--- src/rtl/mips_pkg.sv ---
// Shared constants and pipeline-register bundles for the MIPS core.
package mips_pkg;

    localparam int          XLEN             = 32;
    localparam logic [31:0] NOP_INSTR        = 32'h0000_0000;
    localparam logic [31:0] RESET_PC_DEFAULT = 32'h0000_3000;
    localparam int          IM_AW_DEFAULT    = 10;

    typedef struct packed {
        logic [XLEN-1:0] instr;
        logic [XLEN-1:0] pc4;
        logic            valid;
    } if_id_t;

endpackage

--- src/rtl/if_id_reg.sv ---
// IF/ID pipeline register with hold (stall) and bubble-insert (flush).
module if_id_reg
    import mips_pkg::*;
(
    input  logic   clk,
    input  logic   rst_n,
    input  logic   hold_i,
    input  logic   flush_i,
    input  if_id_t d_i,
    output if_id_t q_o
);

    if_id_t q_q;
    if_id_t q_d;

    // A flush keeps the fall-through PC but turns the slot into a nop.
    always_comb begin
        q_d = q_q;
        if (!hold_i) begin
            q_d = d_i;
            if (flush_i) begin
                q_d.instr = NOP_INSTR;
                q_d.valid = 1'b0;
            end
        end
    end

    always_ff @(posedge clk or negedge rst_n) begin
        if (!rst_n) begin
            q_q <= '0;
        end else begin
            q_q <= q_d;
        end
    end

    assign q_o = q_q;

endmodule

--- src/rtl/if_stage.sv ---
// Instruction fetch: PC register, next-PC select, IM addressing and
// the IF/ID register, plus sticky fetch-error and fetch counter.
module if_stage
    import mips_pkg::*;
#(
    parameter logic [31:0] RESET_PC   = RESET_PC_DEFAULT,
    parameter int          IM_AW      = IM_AW_DEFAULT,
    parameter bit          DELAY_SLOT = 1'b1
) (
    input  logic             clk,
    input  logic             rst_n,
    input  logic             stall,
    input  logic             redirect,
    input  logic [31:0]      redirect_pc,
    output logic [IM_AW-1:0] im_addr,
    input  logic [31:0]      im_dout,
    output logic [31:0]      pc,
    output logic [31:0]      if_id_instr,
    output logic [31:0]      if_id_pc4,
    output logic             if_id_valid,
    output logic             fetch_err,
    output logic [31:0]      instr_cnt
);

    logic [31:0] pc_q, pc_d;
    logic        err_q, err_d;
    logic [31:0] cnt_q, cnt_d;

    logic [31:0] off;
    logic [31:0] pc4;
    logic        oor;
    logic        misalign;
    logic        flush;
    logic        load_valid;
    logic        unused_off;

    assign off        = pc_q - RESET_PC;
    assign pc4        = pc_q + 32'd4;
    assign oor        = |off[31:IM_AW+2];
    assign misalign   = |redirect_pc[1:0];
    assign flush      = redirect && !DELAY_SLOT;
    assign load_valid = !stall && !flush;
    assign unused_off = ^off[1:0];

    assign im_addr = off[IM_AW+1:2];

    always_comb begin
        pc_d = pc4;
        if (stall) begin
            pc_d = pc_q;
        end else if (redirect) begin
            pc_d = {redirect_pc[31:2], 2'b00};
        end
    end

    // Out-of-range fetch flags at the fetch edge; fetch itself aliases on.
    assign err_d = err_q
                 | (!stall && oor)
                 | (!stall && redirect && misalign);

    assign cnt_d = load_valid ? cnt_q + 32'd1 : cnt_q;

    always_ff @(posedge clk or negedge rst_n) begin
        if (!rst_n) begin
            pc_q  <= RESET_PC;
            err_q <= 1'b0;
            cnt_q <= '0;
        end else begin
            pc_q  <= pc_d;
            err_q <= err_d;
            cnt_q <= cnt_d;
        end
    end

    if_id_t ifid_d;
    if_id_t ifid_q;

    assign ifid_d = '{instr: im_dout, pc4: pc4, valid: 1'b1};

    if_id_reg u_if_id (
        .clk     (clk),
        .rst_n   (rst_n),
        .hold_i  (stall),
        .flush_i (flush),
        .d_i     (ifid_d),
        .q_o     (ifid_q)
    );

    assign pc          = pc_q;
    assign if_id_instr = ifid_q.instr;
    assign if_id_pc4   = ifid_q.pc4;
    assign if_id_valid = ifid_q.valid;
    assign fetch_err   = err_q;
    assign instr_cnt   = cnt_q;

endmodule

--- config.mk ---
export PLATFORM = sky130hd
export DESIGN_NAME = if_stage
export DESIGN_NICKNAME = d
export VERILOG_FILES = /design/src/rtl/mips_pkg.sv /design/src/rtl/if_id_reg.sv /design/src/rtl/if_stage.sv
export SDC_FILE = /design/constraint.sdc
export NUM_CORES = 1
export LEC_CHECK = 0
export ABC_CLOCK_PERIOD_IN_PS = 6750
export CAP_MARGIN = 30
export CORE_MARGIN = 2
export CORE_UTILIZATION = 44
export DETAILED_ROUTE_END_ITERATION = 10
export PLACE_DENSITY_LB_ADDON = 0.1
export SLEW_MARGIN = 25
export SYNTH_ARGS = -nofsm -noshare
export SYNTH_HDL_FRONTEND = slang
export SYNTH_SLANG_ARGS = --single-unit
--- constraint.sdc ---
create_clock -name clk -period 6.75 [get_ports clk]
set_input_delay 1.0125 -clock clk [delete_from_list [all_inputs] [get_ports clk]]
set_output_delay 1.0125 -clock clk [all_outputs]
set_load 0.05 [all_outputs]
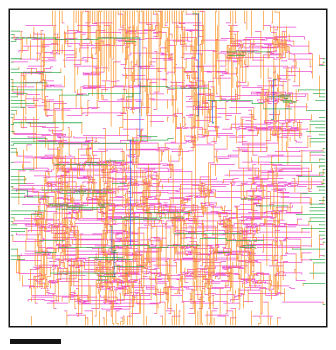
(run_1/metal_stack.png)
Scale bar: 20 um.
Orange stands for met2, wire length 8580 um. Magenta stands for met1, wire length 7690 um. Green stands for met3, wire length 1230 um. Blue stands for met4, wire length 165 um.

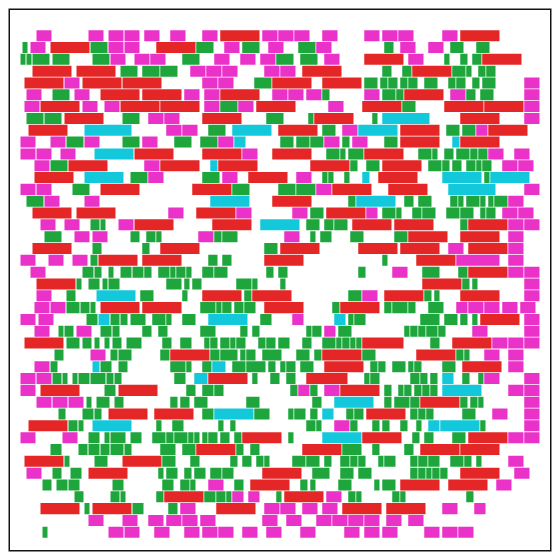
(run_1/cell_classes.png)
Cyan stands for clock drivers and dummy loads, cells 32, share of their area 6.8%. Green stands for all other logic, cells 441, share of their area 33%. Red stands for flip-flops, cells 126, share of their area 36%. Magenta stands for other buffers and delay cells, cells 211, share of their area 24%.
Site Rows: 43
fraction of area in registers: 35.1%
cell area after layout: 8990 um^2
post-route core utilization: 64.3%
Core ar.: 14000 um^2

==> run summary, run 1 <==
vias after detailed routing: 5581
most area-hungry cell type in the Yosys netlist: dfrtp_1
aggregate routed wire length: 17.7 mm
ranking of synthesized cells by instance count: dfrtp_1, nand2_1
overall power of the completed layout: 0.00278 W
remaining global-route overflow: 0
Fin. Hold Viols: 0
wire length of the first global-routing pass: 28.9 mm
final period demand of the worst path: 2.95 ns
Worst Tran Pin Value: 0.819 ns
final worst-path cycle share: 43.8%
Data arrival, critical path: 1.94 ns
clock net sink count: 126
critical register-to-register path endpoint: u_if_id.q_o[28]
standard cell with the maximum stage delay on the critical path: clkdlybuf4s50_1
CTS H-Tree Depth: 4
sequential cell area fraction in the yosys report: 49.6%
kind of cell adding the most delay to the critical path: buffers and inverters
maximum VDD drop: 0.178 mV
R2R depth: 4
post-route clock skew: 0.00764 ns
leading cell type in the layout, fill and taps excluded: clkdlybuf4s50_1
crit path from: pc[21]
final antenna diode count: 0
worst setup path class: reg -> out
unrepaired setup endpoints after global routing: false
pin count of the biggest net entering global routing: 70
most area-consuming cells after synthesis: dfrtp_1, mux2_2, xnor2_1
flip-flops with a built-in enable: 0
FF-to-FF Start: pc[4]
sum of negative setup slack: 0 ns
number of flip-flops and latches in the synthesized netlist: 126
clock slew at the register clock pins of the worst setup and hold paths: 0.06 ns
x dimension of the die: 124 um
LEAKAGE: 3.49 nW
most frequently placed logic cells in the final layout: clkdlybuf4s50_1, dfrtp_1, nand2_1
number of port buffers: 203
number of stages on the worst hold path: 1
Critical Path End Type: output pin
Max-Slew Margin vs Limit: 45.3%
share of async-settable or async-resettable flops after synthesis: 100%
Core Density at Floorplan: 45.5%
minimum setup slack among reg-to-reg paths: 4.16 ns
most common cell in the synthesized netlist: dfrtp_1
Seq pwr share: 35.2%
Chip Footprint: 15400 um^2
postcts setup bufs: 0
clock network latency to the later pin of the worst-skew pair: 0.42 ns
total half-perimeter wirelength after legalization and detailed placement: 12.0 mm
number of nets with antenna violations after routing: 0
count of mapped cells out of synthesis: 627
crit path buf inv count: 1
element type at the critical path start: register
largest fanout on the critical path: 13
end of the critical path: pc[21]
worst hold slack across all endpoints: 0.474 ns
dominant synthesized flop cell: dfrtp_1
total power divided by cell area: 309 nW/um^2
cell area after synthesis: 6360 um^2
Cell Int Power: 0.00174 W
number of primary I/O pins: 208
Resize count post-CTS: 0
run status: finished, final reports clean
Max Slew Vio Count: 0
CP cell instances: clkdlybuf4s50_1
highest achievable clock rate: 338 MHz
OpenROAD warnings: 26
count of max-cap constraint violations: 0
clock network fraction of total power: 33.4%
initial detailed-routing violation count: 538
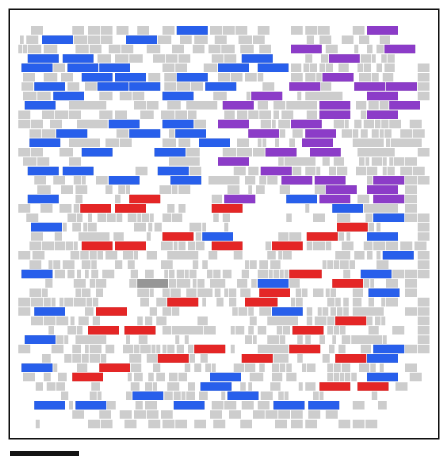
(run_1/registers.png)
Scale bar: 20 um. Other sequential cells in the stronger gray, the rest of the logic in the fainter gray.
Red stands for pc, flops 30. Blue stands for u_if_id.q_o, flops 63, where spread over the die. Purple stands for instr_cnt, flops 32.

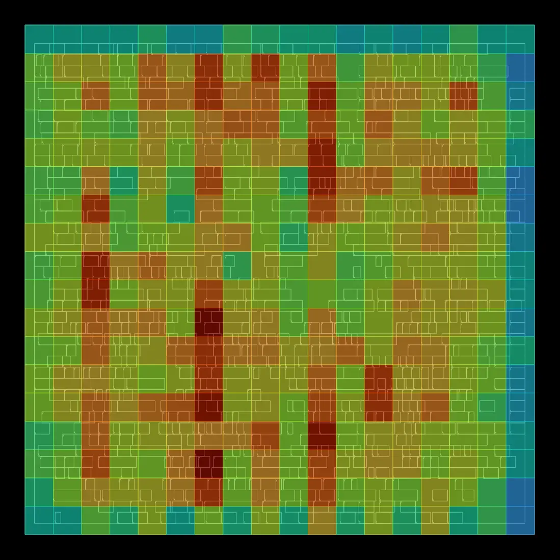
(run_1/final_congestion.png)
aggregate global-route resource usage: 23.0%
fraction of met3 tracks used by global routing: 6.54%
GR Layer Usage met1: 31.0%
Wirelength per Cell: 17.8 um
Global Route met2 Usage: 36.9%

run 1: per-layer routing:
layer / vias to the layer above / global-route usage (%) / share of wire (%)
li1: 2637 / - / -
met5: - / 0 / 0
met4: 0 / 5.68 / 0.93
met2: 213 / 36.9 / 49
met1: 2716 / 31.0 / 44
met3: 15 / 6.54 / 6.9
run 1: stage by stage:
stage / instances / worst slack, ns / cell area, um^2
floorplan: 630 / 4.35 / 6370
global placement: 957 / 3.45 / 8360
detailed placement: 957 / 3.32 / 8360
CTS: 989 / 3.75 / 8960
global route: 990 / 3.71 / 8990
finish: 990 / 3.80 / 8990
run 1: layout make-up:
cell class,count,area (um^2)
clock inverter,15,173
timing repair buffer,211,2110
multi-input combinational,432,2870
fill,1171,5000
tap,180,225
sequential,126,3160
clock buffer,17,425
inverter,9,33.8
run 1: kinds of logic after synthesis:
family                   share of synthesized area [%]
AND/OR/NAND/NOR                                   19.1
flip-flops                                        49.6
AND-OR/OR-AND                                     12.7
buffers and inverters                             5.51
XOR/XNOR                                          5.92
multiplexers                                      6.67
adder cells (fa/ha/maj)                          0.393
other                                           0.0590
run 1: power by group through the flow:
stage | Sequential, W | Clock (W) | Combinational [W]
6_report | 0.000978 | 0.000928 | 0.000872
3_5_place_dp | 0.000989 | 0 | 0.000874
2_1_floorplan | 0.00128 | 0 | 0.000261
5_1_grt | 0.000997 | 0.000978 | 0.000916
3_3_place_gp | 0.000982 | 0 | 0.000868
4_1_cts | 0.000977 | 0.000942 | 0.000877
run 1: sequential cells by signal (all words and copies together) (netlist names):
register	flops
u_if_id.q_o	63
instr_cnt	32
pc	30
fetch_err	1
==> run_1/wire_density.png <==
Scale bar: 20 um. 25 x 25 tiles, from dark blue (low) to red (high), scaled to the fullest tile. Values are wire area over tile area, all layers added.
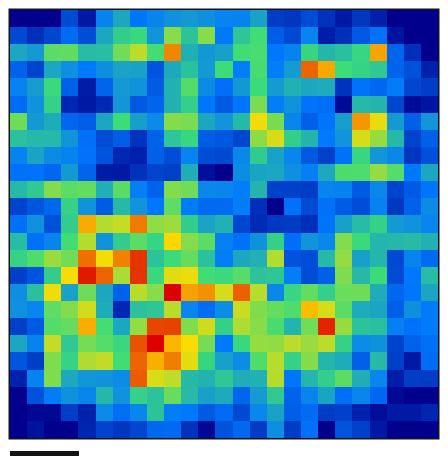

==> run 2: changes to the inputs <==
ABC_CLOCK_PERIOD_IN_PS = 2400   (was 6750)
CORE_UTILIZATION = 42   (was 44)
clock period = 2.4 ns   (was 6.75 ns; I/O delays follow)
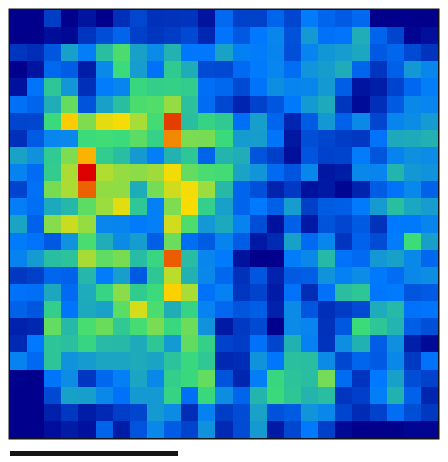
(run_2/wire_density.png)
Scale bar: 50 um. 25 x 25 tiles, from dark blue (low) to red (high), scaled to the fullest tile. Values are wire area over tile area, all layers added.
The fullest tile reaches 0.63. 11% of the tiles are over half the peak. The mean over all tiles is 0.18. The densest ninth of the die: left middle. 5.0% of the tiles are nearly empty.

==> run 2 against run 1 <==
Compared with the run above: cell area up 2.2%; synthesized cell count stayed put; die area grew 4.6%; clock power grew to 2.7 times the previous value; first-iteration DRC count is 33% lower; combinational power grew to 3.0 times the previous value; non-clock buffer count rose by 28; routed wire length rose by 1.2%; sequential share of layout area shrank 0.76 points; area after synthesis unchanged; count of clock-buffer cells in the layout is 3 higher; sequential cell count unchanged; largest power group unchanged.
==> run summary, run 2 <==
post-route insts no fill: 1021 (was 990)
overall power of the completed layout: 0.00779 W (was 0.00278 W)
kind of cell adding the most delay to the critical path: buffers and inverters (unchanged)
count of placed standard cells including taps: 989 (was 957)
remaining global-route overflow: 0 (unchanged)
largest non-sequential cell family by area: simple AND/OR/NAND/NOR gates (unchanged)
sequential cell area fraction in the yosys report: 49.6% (unchanged)
Resize count post-CTS: 0 (unchanged)
ranking of synthesized cells by instance count: dfrtp_1, nand2_1 (unchanged)
x dimension of the die: 127 um (was 124 um)
number of nets with antenna violations after routing: 0 (unchanged)
most area-consuming cells after synthesis: dfrtp_1, mux2_2, xnor2_1 (unchanged)
largest fanout on the critical path: 7 (was 13)
Max Slew Vio Count: 0 (unchanged)
cell area after synthesis: 6360 um^2 (unchanged)
aggregate routed wire length: 17.9 mm (was 17.7 mm)
synthesized-area fraction occupied by xor and xnor cells: 5.92% (unchanged)
highest achievable clock rate: 430 MHz
fa+ha+maj area frac: 0.393% (unchanged)
clock network latency to the later pin of the worst-skew pair: 0.42 ns (about the same)
share of async-settable or async-resettable flops after synthesis: 100% (unchanged)
crit path buf inv count: 2 (was 1)
Site Rows: 44 (was 43)
most common cell in the synthesized netlist: dfrtp_1 (unchanged)
worst setup path class: reg -> out (unchanged)
count of max-cap constraint violations: 0 (unchanged)
leading cell type in the layout, fill and taps excluded: clkdlybuf4s50_1 (unchanged)
Critical Path End Type: output pin (unchanged)
total half-perimeter wirelength after legalization and detailed placement: 13.0 mm (was 12.0 mm)
most frequently placed logic cells in the final layout: clkdlybuf4s50_1, dfrtp_1, nand2_1 (unchanged)
total power divided by cell area: 848 nW/um^2 (was 309 nW/um^2)
element type at the critical path start: register (unchanged)
unrepaired setup endpoints after global routing: false (unchanged)
run status: finished, final reports clean (unchanged)
number of flip-flops under the largest register name: 63 (unchanged)
Top Layer Used: met4 (unchanged)
minimum setup slack among reg-to-reg paths: 0.18 ns (was 4.16 ns)
number of primary I/O pins: 208 (unchanged)
aggregate global-route resource usage: 22.7% (was 23.0%)
initial detailed-routing violation count: 360 (was 538)
number of port buffers: 203 (unchanged)
Data arrival, critical path: 1.97 ns (was 1.94 ns)
Max-Slew Margin vs Limit: 54.4% (was 45.3%)
CTS H-Tree Depth: 4 (unchanged)
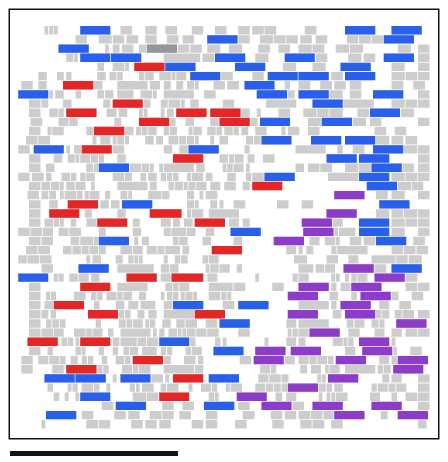
(run_2/registers.png)
Scale bar: 50 um. Other sequential cells in the stronger gray, the rest of the logic in the fainter gray.
Purple stands for instr_cnt, flops 32. Red stands for pc, flops 30. Blue stands for u_if_id.q_o, flops 63, where spread over the die.
Another 1 sequential cells are not colored.
area used by sequential logic in the layout: 3160 um^2
fraction of area in registers: 34.3%
post-route core utilization: 62.8%
Seq group: 0.00269 W

## run 2: cell counts after synthesis
Identical to the previous run, type by type.
## run 2: path summary, 6_finish.rpt
| kind | end | from |
|---|---|---|
| setup / recovery | pc[12] | pc[12] |
| min in group asynchronous | instr_cnt[28] | rst_n |
| max in group asynchronous | u_if_id.q_o[61] | rst_n |
| setup reg to reg | u_if_id.q_o[29] | pc[13] |
| hold / removal | pc[16] | stall |
| hold reg to reg | fetch_err | fetch_err |
## run 2: layout make-up
cell class	instances	area, um^2
clock buffer	20	467
multi-input combinational	432	2870
tap	184	230
fill	1215	5450
clock inverter	11	116
timing repair buffer	239	2320
sequential	126	3160
inverter	9	33.8
## run 2: logic make-up (layout without fill, tap and decap cells)
kind of cell	Yosys count	after routing
AND/OR/NAND/NOR	223	223
flip-flops	126	126
AND-OR/OR-AND	122	122
buffers and inverters	72	279
XOR/XNOR	43	43
multiplexers	38	38
adder cells (fa/ha/maj)	2	2
other	1	4
## run 2: through the flow
step	utilization, %	setup WS, ns	cell area (um^2)
final	62.8	0.0727	9190
after global routing	62.8	0.0298	9190
after CTS	62.8	0.0562	9190
after detailed placement	58.7	0.180	8600
after global placement	58.7	0.240	8600
after floorplan	-	0.00112	6370
## run 2: where the power goes
group          internal [W]  switching [W]
clock               0.00159       0.000929
sequential          0.00240       0.000285
combinational      0.000924        0.00166
## run 2: timing repair
action,CTS,global route
setup buffers,0,0
hold endpoints to repair,12,0
hold buffers,1,0
## run 2: routing by layer
metal | global-route usage, % | vias up
met5 | 0 | -
li1 | - | 2691
met2 | 36.0 | 233
met4 | 8.86 | 0
met1 | 30.4 | 2774
met3 | 5.32 | 29
==> run 3: changes to the inputs <==
SLEW_MARGIN = 20   (was 25)
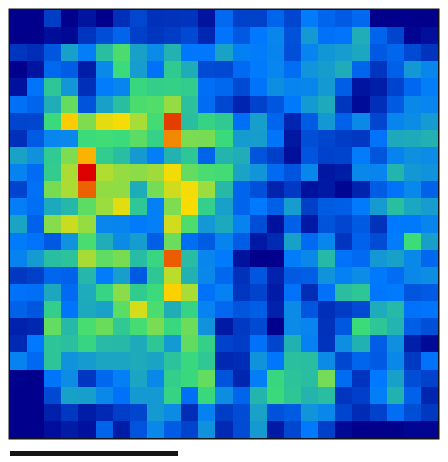
(run_3/wire_density.png)
Scale bar: 50 um. 25 x 25 tiles, from dark blue (low) to red (high), scaled to the fullest tile. Values are wire area over tile area, all layers added.
The fullest tile reaches 0.63. 5.0% of the tiles are nearly empty. 11% of the tiles are over half the peak. The densest ninth of the die: left middle. The mean over all tiles is 0.18.
aggregate global-route resource usage: 22.7%
vias after detailed routing: 5727
aggregate routed wire length: 17.9 mm
Wirelength per Cell: 17.5 um

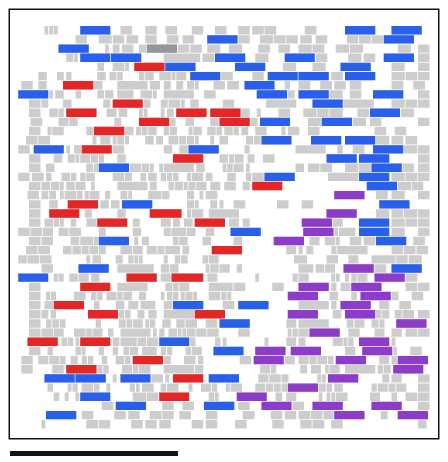
(run_3/registers.png)
Scale bar: 50 um. Other sequential cells in the stronger gray, the rest of the logic in the fainter gray.
Red stands for pc, flops 30. Purple stands for instr_cnt, flops 32. Blue stands for u_if_id.q_o, flops 63, where spread over the die.
Another 1 sequential cells are not colored.

==> run 3 against run 2 <==
Compared with the run above: setup slack is the same; cell area is the same; worst hold slack is the same; first-iteration DRC count is the same; combinational power hardly changed; die area did not move; cell count did not move; critical path type unchanged; largest power group unchanged.
==> run summary, run 3 <==
worst hold slack across all endpoints: 0.405 ns (unchanged)
standard cell with the maximum stage delay on the critical path: clkdlybuf4s50_1 (unchanged)
hold-fix buffer count after cts: 1 (unchanged)
sum of negative setup slack: 0 ns (unchanged)
flip-flops with a built-in enable: 0 (unchanged)
worst slack after detailed placement: 0.180 ns (unchanged)
Core ar.: 14600 um^2 (unchanged)
OpenROAD warnings: 26 (unchanged)
final worst-path cycle share: 97.0% (unchanged)
remaining global-route overflow: 0 (unchanged)
Critical Path End Type: output pin (unchanged)
Site Rows: 44 (unchanged)
CP cell instances: buf_4 -> clkdlybuf4s50_1 (unchanged)
final antenna diode count: 0 (unchanged)
x dimension of the die: 127 um (unchanged)
most frequently placed logic cells in the final layout: clkdlybuf4s50_1, dfrtp_1, nand2_1 (unchanged)
number of port buffers: 203 (unchanged)
end point of the worst hold path: pc[16] (unchanged)
Chip Footprint: 16100 um^2 (unchanged)
CTS H-Tree Depth: 4 (unchanged)
Max Slew Vio Count: 0 (unchanged)
final period demand of the worst path: 2.33 ns (unchanged)
most area-hungry cell type in the Yosys netlist: dfrtp_1 (unchanged)
count of max-cap constraint violations: 0 (unchanged)
yosys warns: 0 (unchanged)
placed instance area: 8600 um^2 (unchanged)
leading cell type in the layout, fill and taps excluded: clkdlybuf4s50_1 (unchanged)
ranking of synthesized cells by instance count: dfrtp_1, nand2_1 (unchanged)
maximum VDD drop: 0.512 mV (unchanged)
most area-consuming cells after synthesis: dfrtp_1, mux2_2, xnor2_1 (unchanged)
final setup margin: 0.0727 ns (unchanged)
synthesis-to-finish area growth: 44.5% (unchanged)
Data arrival, critical path: 1.97 ns (about the same)
total power divided by cell area: 848 nW/um^2 (unchanged)
FF-to-FF Start: pc[13] (unchanged)
largest fanout on the critical path: 7 (unchanged)
post-route clock skew: 0.00836 ns (unchanged)
Worst Tran Pin Value: 0.683 ns (unchanged)
worst setup path class: reg -> out (unchanged)
cell area after synthesis: 6360 um^2 (unchanged)
total half-perimeter wirelength after legalization and detailed placement: 13.0 mm (unchanged)
clock slew at the register clock pins of the worst setup and hold paths: 0.05 ns (about the same)
Resize count post-CTS: 0 (unchanged)
number of stages on the worst hold path: 2 (unchanged)
run status: finished, final reports clean (unchanged)
count of mapped cells out of synthesis: 627 (unchanged)
number of flip-flops under the largest register name: 63 (unchanged)
wire length of the first global-routing pass: 29.1 mm (unchanged)
LEAKAGE: 3.63 nW (unchanged)
clock network latency to the later pin of the worst-skew pair: 0.42 ns (about the same)
worst min-delay path startpoint: stall (unchanged)
dominant synthesized flop cell: dfrtp_1 (unchanged)
highest achievable clock rate: 430 MHz (unchanged)
element type at the critical path start: register (unchanged)
unrepaired setup endpoints after global routing: false (unchanged)
Max-Slew Margin vs Limit: 54.4% (unchanged)
share of async-settable or async-resettable flops after synthesis: 100% (unchanged)
Core Density at Floorplan: 43.4% (unchanged)
number of flip-flops and latches in the synthesized netlist: 126 (unchanged)
chip area from the yosys synthesis statistics: 6360 um^2 (unchanged)
crit path buf inv count: 2 (unchanged)
cell area after layout: 9190 um^2 (unchanged)
minimum setup slack among reg-to-reg paths: 0.18 ns (about the same)
postcts setup bufs: 0 (unchanged)
-- run 3: per-layer routing --
metal	share of wire [%]	global-route usage, %	vias up
li1	-	-	2691
met1	43	30.4	2774
met2	48	36.0	233
met3	6.6	5.32	29
met4	2.0	8.86	0
met5	0	0	-
-- run 3: cell type report --
class | instances | area (um^2)
well taps | 184 | 230
multi-input cells | 432 | 2870
clock buffers | 20 | 467
repair buffers | 239 | 2320
clock inverters | 11 | 116
flip-flops and latches | 126 | 3160
inverters | 9 | 33.8
fillers | 1215 | 5450
-- run 3: cells by family after synthesis --
family / count (synthesis) / synth area share (%)
AND-OR/OR-AND: 122 / 12.7
XOR/XNOR: 43 / 5.92
adder cells (fa/ha/maj): 2 / 0.393
buffers and inverters: 72 / 5.51
flip-flops: 126 / 49.6
multiplexers: 38 / 6.67
other: 1 / 0.0590
AND/OR/NAND/NOR: 223 / 19.1
-- run 3: where the power goes --
group          internal, W  switching (W)  total (W)
clock              0.00159       0.000929    0.00252
sequential         0.00240       0.000285    0.00269
combinational     0.000924        0.00166    0.00258
-- run 3: worst max path at each step --
stage,from,endpoint,slack (ns),cells past startpoint
5_1_grt,pc[12],pc[12],0.03,2
3_5_place_dp,pc[13],u_if_id.q_o[29],0.18,4
4_1_cts,pc[12],pc[12],0.06,2
3_3_place_gp,pc[13],u_if_id.q_o[32],0.24,4
6_report,pc[12],pc[12],0.07,2
2_1_floorplan,pc[13],pc[29],0.001,6
-- run 3: stage by stage --
step | std cells | total power [W]
CTS | 1021 | 0.00787
global placement | 989 | 0.00528
global route | 1021 | 0.00812
detailed placement | 989 | 0.00531
finish | 1021 | 0.00779
floorplan | 630 | 0.00434
No activity file was given, so power comes from the tool's default toggle rates.
